`config.mk`:
```
export PLATFORM = sky130hd
export DESIGN_NAME = miller_rx_deframer_flat
export DESIGN_NICKNAME = d
export VERILOG_FILES = /design/src/rtl/miller_rx_deframer_pkg.sv /design/src/rtl/miller_rx_deframer_if.sv /design/src/rtl/miller_gap_timer.sv /design/src/rtl/miller_rx_deframer.sv /design/src/flat_wrapper.sv
export SDC_FILE = /design/constraint.sdc
export NUM_CORES = 1
export LEC_CHECK = 0
export CORE_ASPECT_RATIO = 1.25
export CORE_MARGIN = 4
export CORE_UTILIZATION = 40
export DETAILED_ROUTE_END_ITERATION = 6
export PLACE_DENSITY = 0.7
export SETUP_SLACK_MARGIN = 0.05
export SLEW_MARGIN = 20
export SYNTH_ARGS = -nofsm -noshare
export SYNTH_HDL_FRONTEND = slang
export SYNTH_SLANG_ARGS = --single-unit
export TNS_END_PERCENT = 100
```
`constraint.sdc`:
```
create_clock -name clk -period 3.1 [get_ports clk]
set_clock_uncertainty 0.15 [all_clocks]
set_input_delay 0.31 -clock clk [delete_from_list [all_inputs] [get_ports clk]]
set_output_delay 0.31 -clock clk [all_outputs]
set_load 0.03 [all_outputs]
```
`src/rtl/miller_rx_deframer_pkg.sv`:
```
// Shared definitions for the Miller receive deframer and its timer.
//  - state_e             : deframer state codes (HUNT searches, LOCK packs payload)
//  - SYNC_WORD_DEFAULT   : frame delimiter, also used by the transmit-side framer
//  - shift_in()          : MSB-first shift of one decoded bit into the sync register
package miller_rx_deframer_pkg;

    typedef enum logic {
        ST_HUNT = 1'b0,
        ST_LOCK = 1'b1
    } state_e;

    localparam logic [7:0]  SYNC_WORD_DEFAULT = 8'hA5;
    localparam int unsigned FRAME_LEN_DEFAULT = 16;
    localparam int unsigned TIMEOUT_DEFAULT   = 1023;

    // Window seen after shifting bit b in below the 7 most recent bits.
    function automatic logic [7:0] shift_in(input logic [6:0] sr, input logic b);
        return {sr, b};
    endfunction

endpackage

```
`src/rtl/miller_rx_deframer_if.sv`:
```
// Receive-side bus of the deframer.
//  master : upstream decoder / consumer view (drives bits, observes bytes and flags)
//  slave  : deframer view (consumes bits, drives bytes and flags)
//  Bit_in/Bit_in_valid             decoded bit stream
//  data_out/data_out_valid         assembled payload byte and its strobe
//  frame_start/frame_end/frame_err framing event pulses
//  locked                          level, high while inside a frame
interface miller_rx_deframer_if;
    import miller_rx_deframer_pkg::*;

    logic       Bit_in;
    logic       Bit_in_valid;
    logic [7:0] data_out;
    logic       data_out_valid;
    logic       frame_start;
    logic       frame_end;
    logic       frame_err;
    logic       locked;

    modport master (
        output Bit_in, Bit_in_valid,
        input  data_out, data_out_valid, frame_start, frame_end, frame_err, locked
    );

    modport slave (
        input  Bit_in, Bit_in_valid,
        output data_out, data_out_valid, frame_start, frame_end, frame_err, locked
    );

endinterface

```
`src/rtl/miller_gap_timer.sv`:
```
// Bit-gap timer: counts idle cycles while enabled and flags the cycle in which the
// TIMEOUT-th consecutive idle cycle occurs.
//  clk, rst_p : clock, synchronous active-high reset
//  clear      : force the count to 0 (strobe seen, or not inside a frame)
//  enable     : an idle cycle inside a frame
//  expire_c   : combinational, high in the TIMEOUT-th idle cycle
module miller_gap_timer #(
    parameter int unsigned TIMEOUT = 1023
) (
    input  logic clk,
    input  logic rst_p,
    input  logic clear,
    input  logic enable,
    output logic expire_c
);

    localparam int unsigned GAP_W = $clog2(TIMEOUT + 1);

    logic [GAP_W-1:0] gap_cnt_q;
    logic [GAP_W-1:0] gap_cnt_d;

    assign expire_c = enable && !clear && (gap_cnt_q == GAP_W'(TIMEOUT - 1));

    // Saturating idle counter; restarts from 0 after an expiry.
    always_comb begin
        gap_cnt_d = gap_cnt_q;
        if (clear || expire_c) begin
            gap_cnt_d = '0;
        end else if (enable && (gap_cnt_q != GAP_W'(TIMEOUT))) begin
            gap_cnt_d = gap_cnt_q + GAP_W'(1);
        end
    end

    always_ff @(posedge clk) begin
        if (rst_p) begin
            gap_cnt_q <= '0;
        end else begin
            gap_cnt_q <= gap_cnt_d;
        end
    end

endmodule

```
`src/rtl/miller_rx_deframer.sv`:
```
// Miller receive deframer: hunts for SYNC_WORD in the decoded bit stream, then packs
// the following FRAME_LEN bytes MSB-first. A frame is aborted after TIMEOUT idle
// cycles without a bit strobe.
//  clk, rst_p : clock, synchronous active-high reset
//  rx (slave) : Bit_in/Bit_in_valid in; data_out, data_out_valid, frame_start,
//               frame_end, frame_err, locked out (all registered)
module miller_rx_deframer
    import miller_rx_deframer_pkg::*;
#(
    parameter logic [7:0]  SYNC_WORD = SYNC_WORD_DEFAULT,
    parameter int unsigned FRAME_LEN = FRAME_LEN_DEFAULT,
    parameter int unsigned TIMEOUT   = TIMEOUT_DEFAULT
) (
    input  logic                 clk,
    input  logic                 rst_p,
    miller_rx_deframer_if.slave  rx
);

    state_e     state_q,     state_d;
    logic [6:0] sr_q,        sr_d;       // only the 7 newest bits feed the next window
    logic [2:0] bit_cnt_q,   bit_cnt_d;
    logic [7:0] byte_cnt_q,  byte_cnt_d;
    logic [7:0] data_out_q,  data_out_d;
    logic       dv_q,        dv_d;
    logic       fs_q,        fs_d;
    logic       fe_q,        fe_d;
    logic       err_q,       err_d;
    logic       locked_q,    locked_d;

    logic [7:0] nxt;
    logic       gap_clear_c;
    logic       gap_enable_c;
    logic       gap_expire_c;

    // Idle cycles only count inside a frame; any strobe restarts the gap.
    assign gap_clear_c  = (state_q != ST_LOCK) || rx.Bit_in_valid;
    assign gap_enable_c = (state_q == ST_LOCK) && !rx.Bit_in_valid;

    miller_gap_timer #(
        .TIMEOUT (TIMEOUT)
    ) u_gap_timer (
        .clk      (clk),
        .rst_p    (rst_p),
        .clear    (gap_clear_c),
        .enable   (gap_enable_c),
        .expire_c (gap_expire_c)
    );

    // Next-state and output computation.
    always_comb begin
        state_d    = state_q;
        sr_d       = sr_q;
        bit_cnt_d  = bit_cnt_q;
        byte_cnt_d = byte_cnt_q;
        data_out_d = data_out_q;
        dv_d       = 1'b0;
        fs_d       = 1'b0;
        fe_d       = 1'b0;
        err_d      = 1'b0;

        nxt = shift_in(sr_q, rx.Bit_in);

        if (rx.Bit_in_valid) begin
            sr_d = nxt[6:0];
        end

        case (state_q)
            ST_HUNT: begin
                if (rx.Bit_in_valid && (nxt == SYNC_WORD)) begin
                    state_d    = ST_LOCK;
                    bit_cnt_d  = 3'd0;
                    byte_cnt_d = 8'd0;
                    fs_d       = 1'b1;
                end
            end
            ST_LOCK: begin
                if (rx.Bit_in_valid) begin
                    bit_cnt_d = bit_cnt_q + 3'd1;
                    if (bit_cnt_q == 3'd7) begin
                        data_out_d = nxt;
                        dv_d       = 1'b1;
                        byte_cnt_d = byte_cnt_q + 8'd1;
                        // Last payload byte: close the frame and demand 8 fresh sync bits.
                        if (byte_cnt_q == 8'(FRAME_LEN - 1)) begin
                            fe_d       = 1'b1;
                            state_d    = ST_HUNT;
                            sr_d       = 7'd0;
                            byte_cnt_d = 8'd0;
                        end
                    end
                end else if (gap_expire_c) begin
                    // Abort: partial byte is dropped silently.
                    err_d      = 1'b1;
                    state_d    = ST_HUNT;
                    sr_d       = 7'd0;
                    bit_cnt_d  = 3'd0;
                    byte_cnt_d = 8'd0;
                end
            end
        endcase

        locked_d = (state_d == ST_LOCK);
    end

    always_ff @(posedge clk) begin
        if (rst_p) begin
            state_q    <= ST_HUNT;
            sr_q       <= 7'd0;
            bit_cnt_q  <= 3'd0;
            byte_cnt_q <= 8'd0;
            data_out_q <= 8'd0;
            dv_q       <= 1'b0;
            fs_q       <= 1'b0;
            fe_q       <= 1'b0;
            err_q      <= 1'b0;
            locked_q   <= 1'b0;
        end else begin
            state_q    <= state_d;
            sr_q       <= sr_d;
            bit_cnt_q  <= bit_cnt_d;
            byte_cnt_q <= byte_cnt_d;
            data_out_q <= data_out_d;
            dv_q       <= dv_d;
            fs_q       <= fs_d;
            fe_q       <= fe_d;
            err_q      <= err_d;
            locked_q   <= locked_d;
        end
    end

    assign rx.data_out       = data_out_q;
    assign rx.data_out_valid = dv_q;
    assign rx.frame_start    = fs_q;
    assign rx.frame_end      = fe_q;
    assign rx.frame_err      = err_q;
    assign rx.locked         = locked_q;

endmodule

```
`src/flat_wrapper.sv`:
```
// flat-port wrapper written by rule: the top's interface ports become plain ports
module miller_rx_deframer_flat import miller_rx_deframer_pkg::*;
#(
    parameter logic [7:0]  SYNC_WORD = SYNC_WORD_DEFAULT,
    parameter int unsigned FRAME_LEN = FRAME_LEN_DEFAULT,
    parameter int unsigned TIMEOUT   = TIMEOUT_DEFAULT
)
  (clk, rst_p, rx_Bit_in, rx_Bit_in_valid, rx_data_out, rx_data_out_valid, rx_frame_start, rx_frame_end, rx_frame_err, rx_locked);
  miller_rx_deframer_if rx_i ();
  input  logic clk;
  input  logic rst_p;
  input wire logic [$bits(rx_i.Bit_in)-1:0] rx_Bit_in;
  input wire logic [$bits(rx_i.Bit_in_valid)-1:0] rx_Bit_in_valid;
  output wire logic [$bits(rx_i.data_out)-1:0] rx_data_out;
  output wire logic [$bits(rx_i.data_out_valid)-1:0] rx_data_out_valid;
  output wire logic [$bits(rx_i.frame_start)-1:0] rx_frame_start;
  output wire logic [$bits(rx_i.frame_end)-1:0] rx_frame_end;
  output wire logic [$bits(rx_i.frame_err)-1:0] rx_frame_err;
  output wire logic [$bits(rx_i.locked)-1:0] rx_locked;
  assign rx_i.Bit_in = rx_Bit_in;
  assign rx_i.Bit_in_valid = rx_Bit_in_valid;
  assign rx_data_out = rx_i.data_out;
  assign rx_data_out_valid = rx_i.data_out_valid;
  assign rx_frame_start = rx_i.frame_start;
  assign rx_frame_end = rx_i.frame_end;
  assign rx_frame_err = rx_i.frame_err;
  assign rx_locked = rx_i.locked;
  miller_rx_deframer #(.SYNC_WORD(SYNC_WORD), .FRAME_LEN(FRAME_LEN), .TIMEOUT(TIMEOUT)) u_core (.clk(clk), .rst_p(rst_p), .rx(rx_i));
endmodule
```
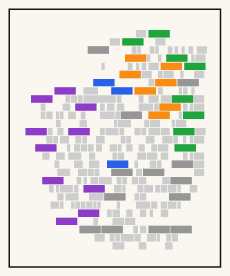
(images/flops_by_reg.png)
Drawn at 3 px/µm.
| netlist name | colour | placed flops |
|---|---|---|
| `u_core.bit_cnt_q` | blue | 3 |
| `u_core.rx.data_out` | green | 8 |
| `u_core.sr_q` | orange | 7 |
| `u_core.u_gap_timer.gap_cnt_q` | purple | 10 |
not coloured: 13
share of cell area taken by flip-flops and latches: 37.0%
footprint of the flip-flops and latches: 821 µm²
power of the sequential group: 529 µW

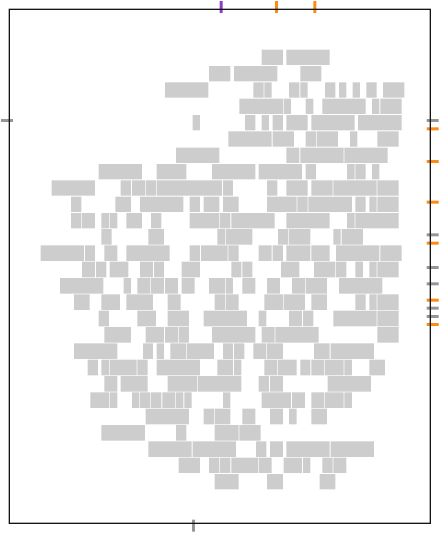
(images/io_placement.png)
Drawn at 6 px/µm. Pins as bars across the die edge, other pins in grey.
| port | colour | pins | direction | edge |
|---|---|---|---|---|
| `rx_frame_start` | purple | 1 | output | north |
| `rx_data_out` | orange | 8 | output | 6 east, 2 north |
all pins by edge: 12 east, 3 north, 1 west, 1 south
horizontal die dimension: 69.9 µm
port bufs: 16

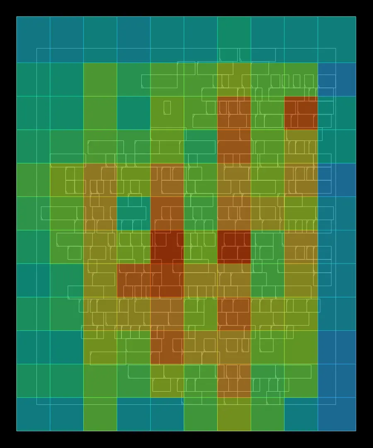
(images/congestion.png)
layer with the highest usage: met2
met2 track demand over resource: 24.4%

==> run summary <==
Implementation numbers.

- The flow ran to the end, and the final reports show no timing, DRC or antenna violations.
- Setup repair after global routing left no endpoint under its margin.
- Per the synthesis report, the XOR/XNOR share of the synthesized area is 0.913%.
- The logs give a warning total of 27.
- The floorplan net count is 226.
- The worst endpoint data arrival time is 2.27 ns.
- Listed in order, past its start point the critical path passes clkdlybuf4s50_1, nand4bb_1, o32ai_1, nand4_1, o32ai_1.
- Looking at the critical path, the highest net fanout was 15.
- Clock tree synthesis selected as its root buffer the cell clkbuf_8.
- The TritonCTS clock tree is built.
- The total global routing overflow reads 0.
- The final-layout setup total negative slack is 0 ns.
- According to the finish report, the design has a final net count of 241.
- The area fraction of clock buffers and clock inverters is 5.19%.
- The fraction of post-synthesis cell area in the top cell type by area is 42.8%.
- STA lists the endpoint of the worst register-to-register path as u_core.byte_cnt_q[6]$_SDFFE_PP0P_.
- The hold-critical path endpoint is u_core.rx.data_out[0]$_SDFFE_PP0P_.
- The pin slew with the least headroom to its limit reads 0.558 ns.
- In the power breakdown, the biggest contributor is sequential cells.
- The post-synth area from yosys stat is 1920 µm².
- Per the repair_timing log after CTS, setup buffers inserted total 0.
- By instance count, the leading cell after synthesis is dfxtp_1.
- The total met2 wirelength after detailed routing reads 1850 µm.
- The part of the total power dissipated in combinational logic is 2.5%.
- The per-cell routed wire length is 12.9 µm.
- The synthesized area per cell reads 8.84 µm².
- The source-to-sink clock delay at the later pin of the worst-skew pair reads 0.29 ns.
- The final design was reported to hold multi-input combinational gates totalling 160.
- Per the OpenROAD power report, leakage power amounts to 0.723 nW.
- The initial detailed-routing violation count reads 110.
- The critical path endpoint category reads a flop.
- The proportion of final cell area spent on non-clock buffers is 7.90%.
- For this block, the routed nets add up to 3760 µm of wire.
- In the setup report, the worst path falls into the class input pin to flop.
- The first global-routing pass estimated 6640 µm of wire.
- Looking at the critical path, the single cell with the biggest stage delay is clkdlybuf4s50_1.
- The report lists the power per cell area as 445 nW/µm².
- Yosys shows that the main logic family after synthesis is simple AND/OR/NAND/NOR gates.
- The dominant kind of cell reads logic gates.
- The detailed router used layers up to and including met4.
- The non-clock buffer instance count of the final layout is 18.
- The die area is 5970 µm².
- After layout, the clock buffer instance count stands at 5.
- The DRC violation count after routing is 0.
- Ranked by instance count, the synthesized netlist is headed by 41 x dfxtp_1, 25 x a21oi_1, 23 x nand2_1, 10 x nand3_1, 10 x nor3_1.
- The total count of max-transition violations in the final report reads 0.
- The floorplan step records an initial core utilization of 42.4%.
- The first element of the critical path reads rx_Bit_in_valid.
- In the global route stage, overall resource usage came out at 13.4%.
- In this run the power spent charging and discharging nets is 209 µW.
- The combinational cell power is 25.1 µW.
- The cell area after placement is 2100 µm².
- The final number of hold-violating endpoints is 0.
- The launch instance of the worst register-to-register path is u_core.rx.locked$_SDFF_PP0_.
- The switching share of power is 21.1%.
- The post-synthesis cell count from yosys reads 217.
- Looking at the power breakdown, sequential logic takes 53.6% of the total.
- The layout inverter count without the clock tree reads 6.
- The required time at the endpoint of the critical path reads 3.15 ns.
- Of the total synthesized cell area, the portion taken by full adders, half adders and majority gates is 3.26%.
- The initial antenna violation count reads 0.
- The cell family contributing the most delay on the critical path is buffers and inverters.
- The simple-gate area share of the yosys netlist is 26.8%.
- Of the cells placed in the final design, the portion with a size suffix greater than 1 is 6.87%.
- The cell depth of the worst min-delay path is 2.
- The cell depth of the worst flop-to-flop path is 4.
- The number of sinks handled by clock tree synthesis reads 41.
- The clock transition at the register clock pins on the worst setup and hold paths after CTS reads 0.08 ns.
- The fraction of synthesized area in multiplexers is 3.65%.
- Among all stages on the critical path, the maximum delay recorded is 0.74 ns.
- After clock tree synthesis, the repair step resized 0 gates.
- The register with the most flip-flops is u_core.u_gap_timer.gap_cnt_q.
- The main area contributors are dfxtp_1 43%, a21oi_1 6.5%, nand2_1 4.5%, mux2i_1 3.7%, ha_1 3.3%.
- STA reports a reg2reg setup slack of 1.10 ns.
- The share of power burned in the clock network is 43.9%.
- The netlist area before placement reads 1920 µm².
- Once detailed placement completed, the half-perimeter wirelength came to 2670 µm.
- After floorplanning, the core was sized to cover 4530 µm².
- The post-synthesis instance total is 217.
- The pin count of the biggest net entering global routing reads 24.
- The path type of the worst min-delay path reads flop to flop.
- Subtracting the final worst setup slack from the clock period gives 2.22 ns.
- The cell seen most often among critical-path stages is o32ai_1.
- The count of library flops with an enable pin reads 0.
- The startpoint of the most critical hold path reads u_core.rx.data_out[0]$_SDFFE_PP0P_.
- The count of state elements after synthesis is 41.
- The number of hold buffers added after cts reads 0.
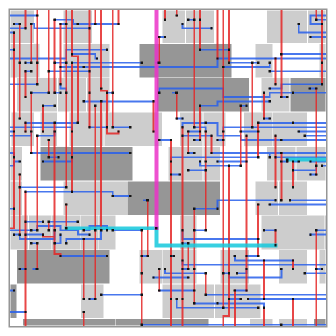
(images/detail.png)
Window x 22 to 47, y 13 to 38 µm. Cells in grey, sequential cells in the stronger grey; small squares are vias.
| layer | colour |
|---|---|
| metal 4 | magenta |
| metal 3 | cyan |
| metal 1 | blue |
| metal 2 | red |
sequential cells in the window: 5
netlist names of flops here include: `u_core.byte_cnt_q` (2), `u_core.u_gap_timer.gap_cnt_q` (2)
cells with their middle in the window: 46
most frequent: a21oi_1 (5), dfxtp_1 (5)

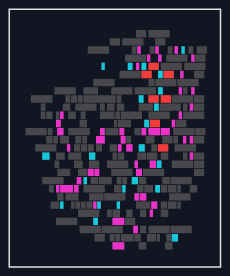
(images/logic_types.png)
Drawn at 3 px/µm.
| family | colour | cells |
|---|---|---|
| multiplexers | red | 7 |
| NOR gates | cyan | 22 |
| NAND gates | magenta | 46 |
dominant logic cell type in the layout: dfxtp_1
filler-free cell count of the finished design: 291
fraction of area in multi-input gates: 45.6%

[through the flow]
step	hold slack [ns]	power (mW)	setup slack, ns
after floorplan	0.294	0.559	1.26
after global placement	0.293	0.566	0.704
after detailed placement	0.296	0.567	0.589
after CTS	0.307	1.00	0.894
after global routing	0.321	1.03	0.740
final	0.304	0.988	0.879
[metal layers]
metal / vias to the layer above / track usage [%]
met5: - / 0
met4: 0 / 4.53
met3: 4 / 3.79
met2: 26 / 24.4
met1: 742 / 14.8
li1: 833 / -
[layout by cell type, fill, tap and decap left out, drive strengths merged, types with 7 or more instances in the layout]
cell           netlist  routed
dfxtp               41      41
a21oi               25      25
nand2               23      23
clkdlybuf4s50        0      16
nand3               10      10
nor3                10      10
or3                  9       9
nor2                 7       7
mux2i                7       7
No activity file was given, so power comes from the tool's default toggle rates.
